`config.mk`:
```
export PLATFORM = sky130hd
export DESIGN_NAME = avr_seq
export DESIGN_NICKNAME = d
export VERILOG_FILES = /design/src/rtl/avr_seq.sv
export SDC_FILE = /design/constraint.sdc
export NUM_CORES = 1
export LEC_CHECK = 0
export ABC_CLOCK_PERIOD_IN_PS = 4100
export CAP_MARGIN = 10
export CORE_UTILIZATION = 40
export DETAILED_ROUTE_END_ITERATION = 7
export GPL_ROUTABILITY_DRIVEN = 0
export GPL_TIMING_DRIVEN = 0
export PLACE_DENSITY = 0.8
export SYNTH_ARGS = -nofsm -noshare
export SYNTH_HDL_FRONTEND = slang
export SYNTH_SLANG_ARGS = --single-unit
export TNS_END_PERCENT = 1
```
`constraint.sdc`:
```
create_clock -name CLK -period 4.1 [get_ports CLK]
set_input_delay 1.23 -clock CLK [delete_from_list [all_inputs] [get_ports CLK]]
set_output_delay 1.23 -clock CLK [all_outputs]
set_load 0.02 [all_outputs]
```
`src/rtl/avr_seq.sv`:
```
// Instruction sequencer for a small AVR-style core: steers the fetch PC, gates
// datapath writes and stitches two-word instructions (JMP/LDS/STS) together.
module avr_seq (
    input  logic        CLK,
    input  logic        RST,
    input  logic [15:0] instr,
    input  logic [7:0]  sreg,
    input  logic        hold,
    output logic [2:0]  pc_src,
    output logic [15:0] jmp,
    output logic        exec_en,
    output logic [15:0] exec_instr,
    output logic [15:0] d_addr,
    output logic        d_valid,
    output logic        busy,
    output logic [1:0]  dbg_state_o,
    output logic [15:0] dbg_op_latch_o
);

    localparam logic [1:0] ST_RST   = 2'd0;
    localparam logic [1:0] ST_RUN   = 2'd1;
    localparam logic [1:0] ST_WORD2 = 2'd2;

    localparam logic [2:0] PC_ZERO = 3'b000;
    localparam logic [2:0] PC_HOLD = 3'b001;
    localparam logic [2:0] PC_INC1 = 3'b010;
    localparam logic [2:0] PC_REL  = 3'b100;
    localparam logic [2:0] PC_ABS  = 3'b101;

    logic [1:0]  state_q, state_d;
    logic [15:0] op_latch_q, op_latch_d;
    logic [15:0] d_addr_q;

    logic        is_rjmp, is_brbs, is_brbc, br_taken;
    logic        is_jmp_w, is_lds_w, is_sts_w, is_two_word;
    logic        latch_is_jmp, latch_is_lds;
    logic [15:0] rjmp_off, br_off;

    assign is_rjmp     = (instr[15:12] == 4'b1100);
    assign is_brbs     = (instr[15:10] == 6'b111100);
    assign is_brbc     = (instr[15:10] == 6'b111101);
    assign br_taken    = is_brbs ? sreg[instr[2:0]] : ~sreg[instr[2:0]];
    assign is_jmp_w    = (instr[15:9] == 7'b1001010) && (instr[3:1] == 3'b110);
    assign is_lds_w    = (instr[15:9] == 7'b1001000) && (instr[3:0] == 4'b0000);
    assign is_sts_w    = (instr[15:9] == 7'b1001001) && (instr[3:0] == 4'b0000);
    assign is_two_word = is_jmp_w | is_lds_w | is_sts_w;

    // Only JMP/LDS/STS are ever latched, so a non-JMP latch with LDS bits is LDS.
    assign latch_is_jmp = (op_latch_q[15:9] == 7'b1001010) && (op_latch_q[3:1] == 3'b110);
    assign latch_is_lds = (op_latch_q[15:9] == 7'b1001000);

    // Offsets are relative to the branch word itself, hence the +1 (mod 2^16).
    assign rjmp_off = {{4{instr[11]}}, instr[11:0]} + 16'd1;
    assign br_off   = {{9{instr[9]}}, instr[9:3]} + 16'd1;

    always_comb begin
        pc_src     = PC_ZERO;
        jmp        = 16'h0000;
        exec_en    = 1'b0;
        exec_instr = 16'h0000;
        d_valid    = 1'b0;
        state_d    = state_q;
        op_latch_d = op_latch_q;
        if (RST) begin
            state_d    = ST_RST;
            op_latch_d = 16'h0000;
        end else begin
            case (state_q)
                ST_RUN: begin
                    exec_instr = instr;
                    if (hold) begin
                        pc_src = PC_HOLD;
                    end else if (is_rjmp) begin
                        pc_src = PC_REL;
                        jmp    = rjmp_off;
                    end else if (is_brbs || is_brbc) begin
                        pc_src = br_taken ? PC_REL : PC_INC1;
                        jmp    = br_taken ? br_off : 16'h0000;
                    end else if (is_two_word) begin
                        pc_src     = PC_INC1;
                        op_latch_d = instr;
                        state_d    = ST_WORD2;
                    end else begin
                        pc_src  = PC_INC1;
                        exec_en = 1'b1;
                    end
                end
                ST_WORD2: begin
                    exec_instr = op_latch_q;
                    if (hold) begin
                        pc_src = PC_HOLD;
                    end else begin
                        state_d = ST_RUN;
                        if (latch_is_jmp) begin
                            pc_src = PC_ABS;
                            jmp    = instr;
                        end else begin
                            pc_src  = PC_INC1;
                            d_valid = 1'b1;
                            exec_en = latch_is_lds;
                        end
                    end
                end
                ST_RST:  state_d = ST_RUN;
                default: state_d = ST_RST;
            endcase
        end
    end

    assign d_addr         = RST ? 16'h0000 : (d_valid ? instr : d_addr_q);
    assign busy           = RST || (state_q != ST_RUN);
    assign dbg_state_o    = state_q;
    assign dbg_op_latch_o = op_latch_q;

    always_ff @(posedge CLK) begin
        if (RST) begin
            state_q    <= ST_RST;
            op_latch_q <= 16'h0000;
            d_addr_q   <= 16'h0000;
        end else begin
            state_q    <= state_d;
            op_latch_q <= op_latch_d;
            d_addr_q   <= d_addr;
        end
    end

endmodule

```
==> results.toml <==
# implementation run metrics
[status]
status = "finished, violations left"
violations = "setup timing"

[floorplan]
dieArea_um2 = 6750
core_um2 = 6060
row_count = 28
initial_utilization_pct = 42.4
die_h_um = 82.2

[final_timing]
fin_crit_sh_pct = 107
relSlewSlack_pct = 61.9
fin_ws_ps = -293
rsz0062_at_grt = "true"
timing.fmax_mhz = 228
skew_ps = 4.48
setup_viol = 18
final.min_clock_period_ps = 4390
worst_pin_slew_ps = 571

[power]
comb_cell_power_w = 0.000231
p_clk_share_pct = 34.9
netSwitchingFraction_pct = 29.8
power_frac_seq_pct = 38.4
finalPower_w = 0.000867
p_comb_share_pct = 26.6
p_int_w = 0.000609
maxPowerGroup = "sequential cells"
seq_power_w = 0.000333
power_clock_w = 0.000303
leakage_nw = 1.61
peakVddDrop_v = 0.000272
power_density_nw_per_um2 = 208
p_switching_w = 0.000258

[detailed_routing]
ant_nets = 0
firstDrtPassIters = 5
met2_wirelength_um = 4640
top_layer = "met4"
num_vias = 3268
wl_met3_um = 916
wl_met1_um = 4080
routed_wl_um = 9820
route.detailed.drc = 0
drt-initial-drc-count = 266

[synth]
ys_sh_simple_pct = 27.4
yosys.stat.chipArea_um2 = 2570
ys.flops = 34
synthAoiAreaFrac_pct = 25.5
synth_area_per_cell_um2 = 7.14
syn_nets = 394
synth_cell_types = 55
ys_warn_count = 0
ys_seq_share_pct = 26.5
synth-edff-count = 0
synth_async_sr_flop_share_pct = 0
synthCells = 360
synth.logic.top_family = "simple AND/OR/NAND/NOR gates"
xor_share_pct = 2.00
ys_cells = 360
synthMuxAreaShare_pct = 8.76
synthesis.area_um2 = 2570

[clock_tree]
cts_buffer_depth = 2
numCtsBuffers = 5
cts-root-buf = "clkbuf_8"
cts_tree = "done"
cts_max_level = 2
hold_buffers = 0
cts_setup_buffers = 15
clock_latency_ps = 290
post_cts_resized = 182
clkTransAtPathRegs_ps = 70
numClockSinks = 34

[setup_path]
reg2reg_depth = 7
cp_data_arrival_time_ps = 3160
crit_path_end = "exec_en"
path_cells = "clkdlybuf4s15_2 -> inv_2 -> ha_1 -> nor4b_2 -> a31oi_1 -> or2_4 -> a21oi_1 -> nor2_1 -> clkdlybuf4s15_1"
cpPeakStageDelay_ps = 340
setup.worst_path.start_class = "primary input"
endpoint_kind = "output pin"
reg2reg_from = "dbg_op_latch_o[12]"
crit_type = "primary input to output pin"
worstPathMaxFanout = 13
required_ps = 2870
reg2reg_to = "d_addr_q[12]"
slowest_stage = "clkdlybuf4s15_1"
cp.depth = 9

[placed_design]
port_buffers = 91
pre_cts_slack_ps = -1400
place_area_um2 = 3750
dp.cells = 526

[global_routing]
grtUsageTotal_pct = 29.7
grt_pass1_wl_um = 15200
use_met2_pct = 49.8
overflow = 0
met3_usage_pct = 5.16
antenna_found_initial = 0
grt_max_degree = 14

[min_path]
hold_end = "d_addr_q[3]"
holdPathStages = 2
hold_path_class = "register to register"
hold_start = "d_addr_q[3]"

[final_layout]
antenna_cells = 0
comb_area_um2 = 2010
drive_above_1_share_pct = 22.0
syn_to_final_growth_pct = 62.1
fin_util_pct = 68.7
final_area_um2 = 4170
num-nets-final = 505
fin_cells = 547
layout_top_cells = "nor2_1, clkdlybuf4s50_1, dfxtp_1"
fill_cells = 512

[run]
timing.max_cap.violations = 0
==> cell usage after synthesis (all sizes together) (3+ instances only) <==
cell type	count	area (um2)
nor2	72	273
dfxtp	34	681
clkbuf	31	116
o21ai	29	145
a21oi	27	139
nand2	19	71.3
nand3	19	95.1
mux2i	18	180
a22oi	17	128
nor3	8	40.0
ha	7	87.6
inv	7	26.3
and3	6	37.5
o31ai	6	45.0
buf	5	23.8
nor3b	5	37.5
xor2	4	42.6
a31oi	3	18.8
nand2b	3	18.8
nor2b	3	18.8
==> layout make-up <==
cell class / count / share of cell area, %
sequential: 34 / 16.3
timing repair buffer: 106 / 25.5
tap: 75 / 2.25
clock buffer: 7 / 1.83
buffer: 34 / 4.51
multi-input combinational: 283 / 48.2
clock inverter: 1 / 0.721
inverter: 7 / 0.631
Cell density map:
Bar = 20 um. The die is cut into 8 by 8 equal tiles; dark blue is low, red is high, 0 to 100% covered.
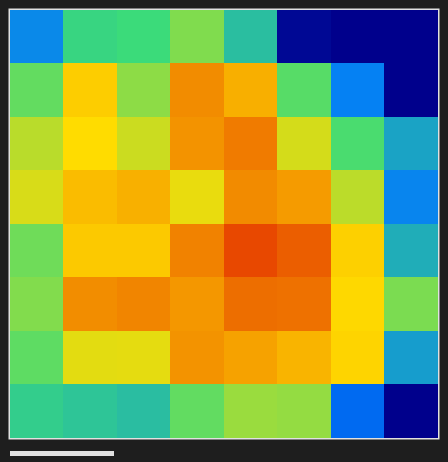
The densest ninth of the die: middle. The fullest tile reaches 92%. The emptiest ninth of the die: top right.

Placement by cell class:
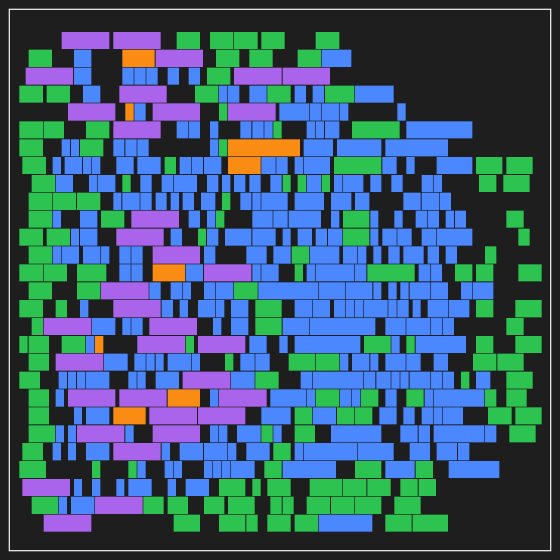
Key: flip-flops = purple [cells 34, share of their area 17%]; clock drivers and dummy loads = orange [cells 8, share of their area 2.6%]; all other logic = blue [cells 290, share of their area 50%]; other buffers and delay cells = green [cells 140, share of their area 31%]

Wiring heat map:
Bar = 20 um. The die is cut into 16 by 16 equal tiles; dark blue is low, red is high, scaled to the fullest tile. Values are wire area over tile area, all layers added.
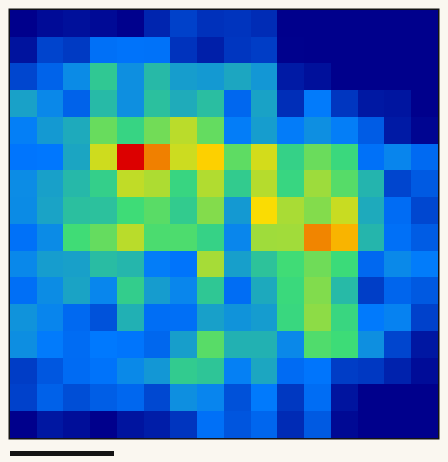
The densest ninth of the die: middle. The emptiest ninth of the die: top right. 16% of the tiles are over half the peak. 11% of the tiles are nearly empty.

Drive-strength map:
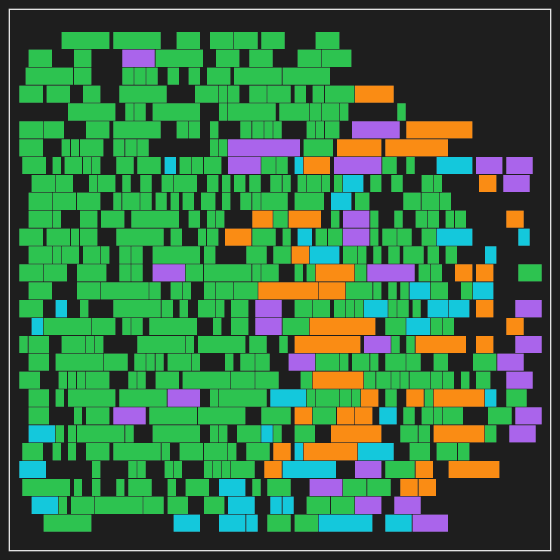
Key: drive 3 to 4 = orange [cells 38, share 8.1%]; drive 6 and up = purple [cells 29, share 6.1%]; drive 1 or less = green [cells 368, share 78%]; drive 2 = cyan [cells 37, share 7.8%]

